## config.mk

```make
export PLATFORM = sky130hd
export DESIGN_NAME = multicycle_control_fsm
export DESIGN_NICKNAME = d
export VERILOG_FILES = /design/src/rtl/ctrl_pkg.sv /design/src/rtl/instr_decoder.sv /design/src/rtl/multicycle_control_fsm.sv
export SDC_FILE = /design/constraint.sdc
export NUM_CORES = 1
export LEC_CHECK = 0
export CAP_MARGIN = 15
export CORE_MARGIN = 2
export CORE_UTILIZATION = 45
export DETAILED_ROUTE_END_ITERATION = 7
export GPL_ROUTABILITY_DRIVEN = 0
export PLACE_DENSITY = 0.68
export SLEW_MARGIN = 5
export SYNTH_ARGS = -nofsm -noshare
export SYNTH_HDL_FRONTEND = slang
export SYNTH_HIERARCHICAL = 1
export SYNTH_SLANG_ARGS = --single-unit
```

## constraint.sdc

```tcl
create_clock -name clk_i -period 2.2 [get_ports clk_i]
set_input_delay 0.44 -clock clk_i [delete_from_list [all_inputs] [get_ports clk_i]]
set_output_delay 0.44 -clock clk_i [all_outputs]
set_load 0.1 [all_outputs]
```

## src/rtl/ctrl_pkg.sv

```systemverilog
// Shared encodings for the multi-cycle RV32I control sequencer:
// opcodes, FSM states, datapath mux selects, trap causes and the decode word.
package ctrl_pkg;

  localparam logic [6:0] OPC_LUI    = 7'b0110111;
  localparam logic [6:0] OPC_AUIPC  = 7'b0010111;
  localparam logic [6:0] OPC_JAL    = 7'b1101111;
  localparam logic [6:0] OPC_JALR   = 7'b1100111;
  localparam logic [6:0] OPC_BRANCH = 7'b1100011;
  localparam logic [6:0] OPC_LOAD   = 7'b0000011;
  localparam logic [6:0] OPC_STORE  = 7'b0100011;
  localparam logic [6:0] OPC_OP_IMM = 7'b0010011;
  localparam logic [6:0] OPC_OP     = 7'b0110011;
  localparam logic [6:0] OPC_FENCE  = 7'b0001111;
  localparam logic [6:0] OPC_SYSTEM = 7'b1110011;

  typedef enum logic [2:0] {
    ST_FETCH,
    ST_DECODE,
    ST_EXECUTE,
    ST_MEM,
    ST_WRITEBACK,
    ST_TRAP,
    ST_HALT
  } state_e;

  typedef enum logic [1:0] {
    SRC2_IMM_I = 2'b00,
    SRC2_IMM_S = 2'b01,
    SRC2_IMM_U = 2'b10,
    SRC2_RS2   = 2'b11
  } alu_src_2_e;

  typedef enum logic [1:0] {
    ALU_ADD    = 2'b00,
    ALU_RTYPE  = 2'b01,
    ALU_ITYPE  = 2'b10,
    ALU_BRANCH = 2'b11
  } alu_op_e;

  typedef enum logic [1:0] {
    WSRC_IMM_U = 2'b00,
    WSRC_ALU   = 2'b01,
    WSRC_DMEM  = 2'b10,
    WSRC_PC4   = 2'b11
  } reg_write_src_e;

  typedef enum logic [1:0] {
    PC_PLUS4 = 2'b00,
    PC_REL   = 2'b01,
    PC_JALR  = 2'b11
  } pc_src_e;

  typedef enum logic [1:0] {
    CAUSE_ILLEGAL = 2'b00,
    CAUSE_SYSTEM  = 2'b01,
    CAUSE_IBUS_TO = 2'b10,
    CAUSE_DBUS_TO = 2'b11
  } trap_cause_e;

  // Where EXECUTE sends the instruction next.
  typedef enum logic [2:0] {
    CLS_ALU,
    CLS_LOAD,
    CLS_STORE,
    CLS_BRANCH,
    CLS_NOP
  } instr_class_e;

  typedef struct packed {
    logic           alu_src_1;
    alu_src_2_e     alu_src_2;
    alu_op_e        alu_op;
    reg_write_src_e reg_write_src;
    pc_src_e        pc_src;
    instr_class_e   cls;
  } decode_t;

  localparam decode_t DECODE_NONE = '{
    alu_src_1:     1'b0,
    alu_src_2:     SRC2_IMM_I,
    alu_op:        ALU_ADD,
    reg_write_src: WSRC_IMM_U,
    pc_src:        PC_PLUS4,
    cls:           CLS_NOP
  };

endpackage

```

## src/rtl/instr_decoder.sv

```systemverilog
// Combinational RV32I decode: opcode/funct fields to the datapath decode word,
// plus legality and ECALL/EBREAK flags. Registered by the sequencer in DECODE.
module instr_decoder
  import ctrl_pkg::*;
#(
  parameter bit TRAP_ON_SYSTEM = 1'b1
) (
  input  logic [6:0] opcode_i,
  input  logic [2:0] funct3_i,
  input  logic [6:0] funct7_i,
  output decode_t    dec_o,
  output logic       legal_o,
  output logic       system_o
);

  always_comb begin
    dec_o    = DECODE_NONE;
    legal_o  = 1'b1;
    system_o = 1'b0;
    case (opcode_i)
      OPC_LUI: begin
        dec_o.alu_src_2     = SRC2_IMM_U;
        dec_o.reg_write_src = WSRC_IMM_U;
        dec_o.cls           = CLS_ALU;
      end
      OPC_AUIPC: begin
        dec_o.alu_src_1     = 1'b1;
        dec_o.alu_src_2     = SRC2_IMM_U;
        dec_o.reg_write_src = WSRC_ALU;
        dec_o.cls           = CLS_ALU;
      end
      OPC_OP: begin
        dec_o.alu_src_2     = SRC2_RS2;
        dec_o.alu_op        = ALU_RTYPE;
        dec_o.reg_write_src = WSRC_ALU;
        dec_o.cls           = CLS_ALU;
        if (funct7_i == 7'b0100000)
          legal_o = (funct3_i == 3'b000) || (funct3_i == 3'b101);
        else
          legal_o = (funct7_i == 7'b0000000);
      end
      OPC_OP_IMM: begin
        dec_o.alu_op        = ALU_ITYPE;
        dec_o.reg_write_src = WSRC_ALU;
        dec_o.cls           = CLS_ALU;
        // funct7 only carries meaning for the shift-immediate forms.
        if (funct3_i == 3'b001)
          legal_o = (funct7_i == 7'b0000000);
        else if (funct3_i == 3'b101)
          legal_o = (funct7_i == 7'b0000000) || (funct7_i == 7'b0100000);
      end
      OPC_JAL: begin
        dec_o.alu_src_1     = 1'b1;
        dec_o.reg_write_src = WSRC_PC4;
        dec_o.pc_src        = PC_REL;
        dec_o.cls           = CLS_ALU;
      end
      OPC_JALR: begin
        dec_o.reg_write_src = WSRC_PC4;
        dec_o.pc_src        = PC_JALR;
        dec_o.cls           = CLS_ALU;
        legal_o             = (funct3_i == 3'b000);
      end
      OPC_LOAD: begin
        dec_o.reg_write_src = WSRC_DMEM;
        dec_o.cls           = CLS_LOAD;
        legal_o = funct3_i inside {3'b000, 3'b001, 3'b010, 3'b100, 3'b101};
      end
      OPC_STORE: begin
        dec_o.alu_src_2 = SRC2_IMM_S;
        dec_o.cls       = CLS_STORE;
        legal_o         = (funct3_i <= 3'b010);
      end
      OPC_BRANCH: begin
        dec_o.alu_src_2 = SRC2_RS2;
        dec_o.alu_op    = ALU_BRANCH;
        dec_o.cls       = CLS_BRANCH;
        legal_o         = (funct3_i != 3'b010) && (funct3_i != 3'b011);
      end
      OPC_FENCE: begin
        dec_o.cls = CLS_NOP;
      end
      OPC_SYSTEM: begin
        // No CSR support: only the funct3=000 ECALL/EBREAK group is legal.
        dec_o.cls = CLS_NOP;
        if (funct3_i != 3'b000)
          legal_o = 1'b0;
        else
          system_o = TRAP_ON_SYSTEM;
      end
      default: begin
        legal_o = 1'b0;
      end
    endcase
  end

endmodule

```

## src/rtl/multicycle_control_fsm.sv

```systemverilog
// Multi-cycle RV32I control sequencer: FETCH/DECODE/EXECUTE/MEM/WRITEBACK with
// bus req/ack handshakes, legality traps and bus-timeout detection.
module multicycle_control_fsm
  import ctrl_pkg::*;
#(
  parameter int unsigned TIMEOUT_CYCLES = 16,
  parameter int unsigned CNT_W          = (TIMEOUT_CYCLES > 0) ? $clog2(TIMEOUT_CYCLES + 1) : 1,
  parameter bit          TRAP_ON_SYSTEM = 1'b1
) (
  input  logic       clk_i,
  input  logic       rst_n_i,
  input  logic [6:0] opcode_i,
  input  logic [2:0] funct3_i,
  input  logic [6:0] funct7_i,
  input  logic       instr_ack_i,
  input  logic       data_ack_i,
  input  logic       branch_taken_i,
  output logic       instr_req_o,
  output logic       ir_write_enable_o,
  output logic       data_req_o,
  output logic       mem_write_enable_o,
  output logic       reg_write_enable_o,
  output logic       alu_src_1_o,
  output logic [1:0] alu_src_2_o,
  output logic [1:0] alu_op_o,
  output logic [1:0] reg_write_src_o,
  output logic [1:0] pc_src_o,
  output logic       pc_write_enable_o,
  output logic       instr_retired_o,
  output logic       trap_o,
  output logic [1:0] trap_cause_o,
  output logic       halted_o
);

  localparam bit             TO_EN    = (TIMEOUT_CYCLES != 0);
  localparam logic [CNT_W-1:0] CNT_LAST = CNT_W'(TIMEOUT_CYCLES - 1);

  state_e           state_q;
  logic [CNT_W-1:0] cnt_q;
  decode_t          dec_q;
  decode_t          dec_w;
  logic             legal_w;
  logic             system_w;
  logic             instr_req_q;
  logic             data_req_q;
  logic             mem_we_q;
  logic             wb_q;
  logic             trap_q;
  logic             halted_q;
  trap_cause_e      cause_q;
  logic             ex_retire;
  logic             st_retire;
  logic             to_hit;

  instr_decoder #(
    .TRAP_ON_SYSTEM (TRAP_ON_SYSTEM)
  ) u_decoder (
    .opcode_i (opcode_i),
    .funct3_i (funct3_i),
    .funct7_i (funct7_i),
    .dec_o    (dec_w),
    .legal_o  (legal_w),
    .system_o (system_w)
  );

  assign to_hit = TO_EN && (cnt_q == CNT_LAST);

  always_ff @(posedge clk_i or negedge rst_n_i) begin
    if (!rst_n_i) begin
      state_q     <= ST_FETCH;
      cnt_q       <= '0;
      dec_q       <= DECODE_NONE;
      instr_req_q <= 1'b0;
      data_req_q  <= 1'b0;
      mem_we_q    <= 1'b0;
      wb_q        <= 1'b0;
      trap_q      <= 1'b0;
      halted_q    <= 1'b0;
      cause_q     <= CAUSE_ILLEGAL;
    end else begin
      wb_q   <= 1'b0;
      trap_q <= 1'b0;
      case (state_q)
        ST_FETCH: begin
          // The request is raised on entry; only the post-reset cycle arrives here with it low.
          if (!instr_req_q) begin
            instr_req_q <= 1'b1;
            cnt_q       <= '0;
          end else if (instr_ack_i) begin
            instr_req_q <= 1'b0;
            state_q     <= ST_DECODE;
          end else if (to_hit) begin
            instr_req_q <= 1'b0;
            trap_q      <= 1'b1;
            cause_q     <= CAUSE_IBUS_TO;
            state_q     <= ST_TRAP;
          end else begin
            cnt_q <= cnt_q + CNT_W'(1);
          end
        end
        ST_DECODE: begin
          dec_q <= dec_w;
          if (!legal_w) begin
            trap_q  <= 1'b1;
            cause_q <= CAUSE_ILLEGAL;
            state_q <= ST_TRAP;
          end else if (system_w) begin
            trap_q  <= 1'b1;
            cause_q <= CAUSE_SYSTEM;
            state_q <= ST_TRAP;
          end else begin
            state_q <= ST_EXECUTE;
          end
        end
        ST_EXECUTE: begin
          case (dec_q.cls)
            CLS_ALU: begin
              wb_q    <= 1'b1;
              state_q <= ST_WRITEBACK;
            end
            CLS_LOAD, CLS_STORE: begin
              data_req_q <= 1'b1;
              mem_we_q   <= (dec_q.cls == CLS_STORE);
              cnt_q      <= '0;
              state_q    <= ST_MEM;
            end
            default: begin
              instr_req_q <= 1'b1;
              cnt_q       <= '0;
              state_q     <= ST_FETCH;
            end
          endcase
        end
        ST_MEM: begin
          if (data_ack_i) begin
            data_req_q <= 1'b0;
            mem_we_q   <= 1'b0;
            if (mem_we_q) begin
              instr_req_q <= 1'b1;
              cnt_q       <= '0;
              state_q     <= ST_FETCH;
            end else begin
              wb_q    <= 1'b1;
              state_q <= ST_WRITEBACK;
            end
          end else if (to_hit) begin
            data_req_q <= 1'b0;
            mem_we_q   <= 1'b0;
            trap_q     <= 1'b1;
            cause_q    <= CAUSE_DBUS_TO;
            state_q    <= ST_TRAP;
          end else begin
            cnt_q <= cnt_q + CNT_W'(1);
          end
        end
        ST_WRITEBACK: begin
          instr_req_q <= 1'b1;
          cnt_q       <= '0;
          state_q     <= ST_FETCH;
        end
        ST_TRAP: begin
          halted_q <= 1'b1;
          state_q  <= ST_HALT;
        end
        ST_HALT: begin
          halted_q <= 1'b1;
        end
        default: begin
          halted_q <= 1'b1;
          state_q  <= ST_HALT;
        end
      endcase
    end
  end

  // Handshake-qualified strobes must land in the ack/compare cycle itself.
  assign ex_retire = (state_q == ST_EXECUTE) && ((dec_q.cls == CLS_BRANCH) || (dec_q.cls == CLS_NOP));
  assign st_retire = data_req_q && mem_we_q && data_ack_i;

  assign instr_req_o        = instr_req_q;
  assign ir_write_enable_o  = instr_req_q && instr_ack_i;
  assign data_req_o         = data_req_q;
  assign mem_write_enable_o = mem_we_q;
  assign reg_write_enable_o = wb_q;
  assign pc_write_enable_o  = wb_q || ex_retire || st_retire;
  assign instr_retired_o    = wb_q || ex_retire || st_retire;
  assign trap_o             = trap_q;
  assign trap_cause_o       = cause_q;
  assign halted_o           = halted_q;

  assign alu_src_1_o     = dec_q.alu_src_1;
  assign alu_src_2_o     = dec_q.alu_src_2;
  assign alu_op_o        = dec_q.alu_op;
  assign reg_write_src_o = dec_q.reg_write_src;
  assign pc_src_o        = ((state_q == ST_EXECUTE) && (dec_q.cls == CLS_BRANCH))
                           ? (branch_taken_i ? PC_REL : PC_PLUS4)
                           : dec_q.pc_src;

endmodule
```

**Run 1: M3 wires**

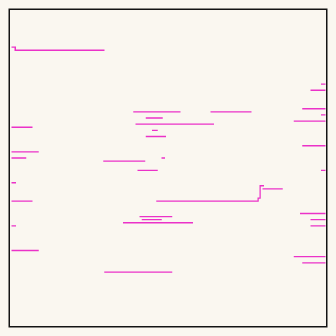
The layer carries 219 µm of wire. The layer holds 4.6% of the routed length.

**Run 1: placed standard cells**

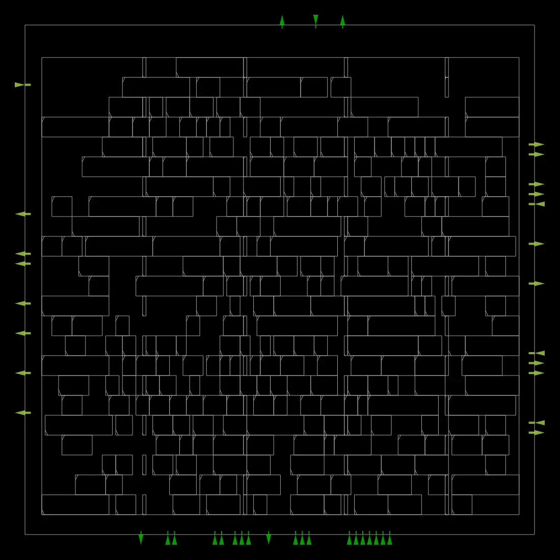
number of fill cells in the layout: 314
number of placement rows: 23
total core area: 4090 µm²
Cell Count, Final, Fillers Out: 316

==> results.rst, run 1 <==
Synthesis and place-and-route
=============================

.. list-table::
   :header-rows: 1

   * - Metric
     - Value
   * - Most frequent cells in the layout
     - 48 x buf_4, 27 x dfrtp_1, 14 x nor2_1
   * - Number of iterations in the first detailed-routing pass
     - 4
   * - Hold-fix buffers at CTS
     - 0
   * - Run status
     - finished clean
   * - Vias per Instance
     - 5.69
   * - Critical Path, Cell by Cell
     - nor4b_4, nand3_2, mux2_4, buf_12
   * - Synth top cell by count
     - dfrtp_1
   * - Synthesized area
     - 1940 µm²
   * - Gates resized, CTS repair
     - 6
   * - Worst IR drop on VDD
     - 0.232 mV
   * - Critical path arrival
     - 1.75 ns
   * - Synthesized instance count
     - 210
   * - Combined area of the multi-input logic cells
     - 1200 µm²
   * - Hold crit path type
     - reg2reg
   * - Count of instantiated cells in the yosys netlist
     - 210
   * - Worst Path Max Fanout
     - 4
   * - Power density cells
     - 406 nW/µm²
   * - Global-route track usage on met1
     - 28.8%
   * - Critical Path End
     - pc_src_o[0]
   * - Wirelength per Cell
     - 15.0 µm
   * - Clock tree root driver cell
     - clkbuf_8
   * - Setup bufs post-CTS
     - 0
   * - Multi-input combinational area share
     - 43.9%
   * - Global route total overflow
     - 0
   * - Largest cells by area
     - dfrtp_1 35%, mux2_2 8.1%, nand2b_1 3.2%, buf_4 3.1%, nor2_1 3.1%
   * - Period minus WS final
     - 2.19 ns
   * - Final number of setup-violating endpoints
     - 0
   * - Part of the power in combinational logic
     - 16.0%
**Run 1: routed clock nets over the placement**

The bar under the picture is 20 µm long.
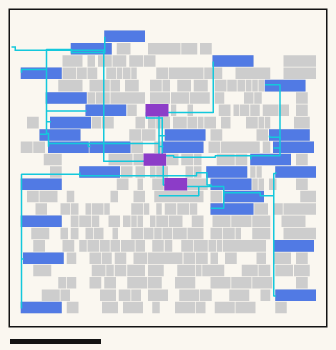
Key: clock wires = cyan [length 387 µm]; flip-flops = blue [count 28]; clock-net drivers = purple [count 3]
There are 4 routed clock nets.
clock group total power: 0.421 mW
final worst clock skew: 0.00830 ns
relative contribution of the clock network to total power: 37.8%
Worst-Skew Late Latency: 0.28 ns

**Run 1: ports around the boundary**

Pins as bars across the die edge, other pins in gray.
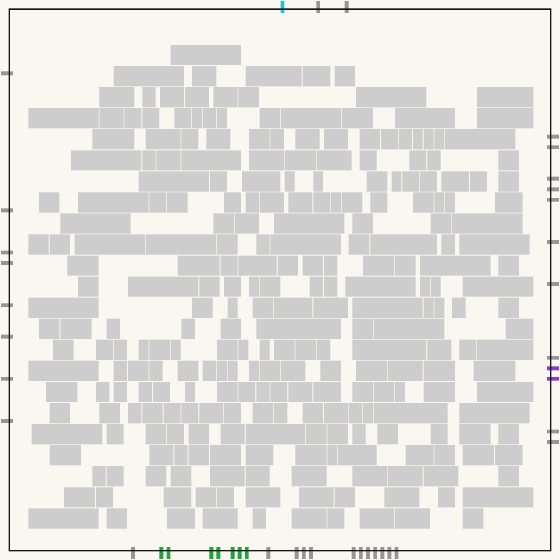
Key: `pc_src_o` = purple [pins 2, direction output, edge east]; `ir_write_enable_o` = cyan [pins 1, direction output, edge north]; `opcode_i` = green [pins 7, direction input, edge south]
die span in y: 69.7 µm
Horiz. Die Dim: 69.7 µm

==> run 2, diff against run 1 <==
CORE_UTILIZATION = 50   (was 45)
PLACE_DENSITY = 0.75   (was 0.68)
SETUP_SLACK_MARGIN = 0.02   (was default)
**Run 2: placement density heat map**

7 x 7 tiles, from white (low) to dark blue (high), 0 to 100% covered.
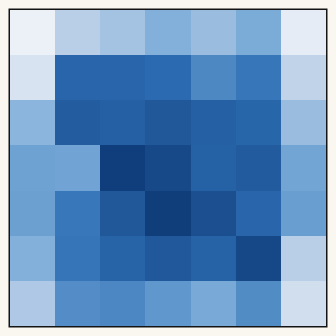
The fullest tile reaches 95%. 41% of the tiles are over 75% full. The densest ninth of the die: center. The mean over all tiles is 61%.
Pre-Place Util: 52.7%
end-of-flow core utilization: 74.4%

==> results.rst, run 2 <==
Synthesis and place-and-route
=============================

.. list-table::
   :header-rows: 1

   * - Metric
     - Value
   * - Synth top cell by count
     - dfrtp_1
   * - Relative contribution of the clock network to total power
     - 38.1% (+0.3 points)
   * - Gates resized, CTS repair
     - 3 (-3)
   * - Final worst clock skew
     - 0.00157 ns (-0.00673 ns)
   * - Global-route track usage on met1
     - 30.5% (+1.7 points)
   * - Synth cell types
     - 57
   * - Destination of the worst hold path
     - halted_o
   * - Run status
     - finished with violations
   * - Sequential-to-total area share from yosys stat
     - 36.1%
   * - Hold-fix buffers at CTS
     - 0 (unchanged)
   * - Tool warning count
     - 28
   * - Most frequent cells in the layout
     - 44 x buf_4, 27 x dfrtp_1, 14 x nor2_1, 14 x dlymetal6s2s_1, 13 x mux2_2
   * - Worst IR drop on VDD
     - 0.352 mV (+52%)
   * - Number of placement rows
     - 22 (-4.3%)
   * - Combined area of the multi-input logic cells
     - 1220 µm² (+0.93%)
   * - Number of fill cells in the layout
     - 268 (-15%)
   * - Largest cells by area
     - dfrtp_1 35%, mux2_2 8.1%, nand2b_1 3.2%, buf_4 3.1%, nor2_1 3.1%
   * - Violated checks
     - negative setup slack
   * - Horiz. Die Dim
     - 66.4 µm (-4.8%)
   * - Total cell area at the placement stage
     - 2510 µm²
   * - Mux contribution to synthesized area
     - 8.88%
   * - Sequential cell count
     - 28
   * - Share of Yosys cell area claimed by the top area cell type
     - 34.7%
   * - PnR worst setup slack
     - -0.0549 ns
   * - Top FF cell, synth
     - dfrtp_1
   * - Cell Count, Final, Fillers Out
     - 311 (-1.6%)
   * - Vias per Instance
     - 5.81 (+2.2%)
   * - Power in combinational cells
     - 0.178 mW
   * - Final number of setup-violating endpoints
     - 2 (+2)
   * - Count of instantiated cells in the yosys netlist
     - 210 (unchanged)
   * - Wirelength per Cell
     - 16.5 µm (+9.9%)
   * - Critical path arrival
     - 2.44 ns (+0.69 ns)
   * - Die span in y
     - 66.4 µm (-4.8%)
   * - Inverter count
     - 3
   * - Total core area
     - 3690 µm² (-9.7%)
   * - Part of the power in combinational logic
     - 15.9% (about the same)
   * - Hold crit path type
     - reg2reg
   * - Multi-input combinational area share
     - 44.3% (+0.43 points)
   * - Worst Path Max Fanout
     - 3 (-1)
   * - Global route total overflow
     - 0 (unchanged)
   * - Synthesized instance count
     - 210 (unchanged)
   * - PnR Total Power
     - 1.12 mW
   * - Worst-Skew Late Latency
     - 0.29 ns (about the same)
   * - Setup bufs post-CTS
     - 0 (unchanged)
   * - Synthesized area
     - 1940 µm² (unchanged)
   * - Number of iterations in the first detailed-routing pass
     - 4 (unchanged)
   * - Period minus WS final
     - 2.25 ns (+0.0679 ns)
   * - Critical Path End
     - trap_cause_o[1]
   * - Clock tree root driver cell
     - clkbuf_8
==> run 3, diff against run 2 <==
MAX_ROUTING_LAYER = met4   (was default)
**Run 3: routed clock nets over the placement**

The bar under the picture is 20 µm long.
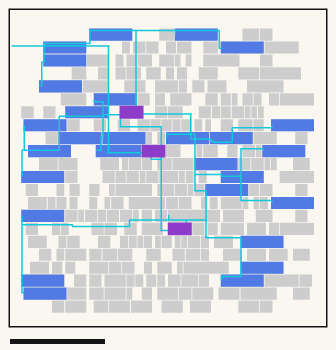
relative contribution of the clock network to total power: 38.2%
Worst-Skew Late Latency: 0.29 ns
clock group total power: 0.429 mW

==> results.rst, run 3 <==
Synthesis and place-and-route
=============================

.. list-table::
   :header-rows: 1

   * - Metric
     - Value
   * - Synthesized area
     - 1940 µm² (unchanged)
   * - Tool warning count
     - 28 (unchanged)
   * - Part of the power in combinational logic
     - 15.9% (about the same)
   * - Violated checks
     - negative setup slack
   * - Count of instantiated cells in the yosys netlist
     - 210 (unchanged)
   * - Destination of the worst hold path
     - halted_o
   * - Power in combinational cells
     - 0.178 mW (about the same)
   * - Top FF cell, synth
     - dfrtp_1
   * - Vias per Instance
     - 5.86 (+0.77%)
   * - Clock tree root driver cell
     - clkbuf_8
   * - Sequential-to-total area share from yosys stat
     - 36.1% (unchanged)
   * - Final number of setup-violating endpoints
     - 2 (unchanged)
   * - Number of fill cells in the layout
     - 268 (unchanged)
   * - Global route total overflow
     - 0 (unchanged)
   * - Period minus WS final
     - 2.25 ns (-0.00657 ns)
   * - Inverter count
     - 3 (unchanged)
   * - PnR worst setup slack
     - -0.0483 ns (+0.00657 ns)
   * - Run status
     - finished with violations
   * - Worst IR drop on VDD
     - 0.352 mV (about the same)
   * - Most frequent cells in the layout
     - 44 x buf_4, 27 x dfrtp_1, 14 x nor2_1, 14 x dlymetal6s2s_1, 13 x mux2_2
Power and IR drop assume default switching activity.
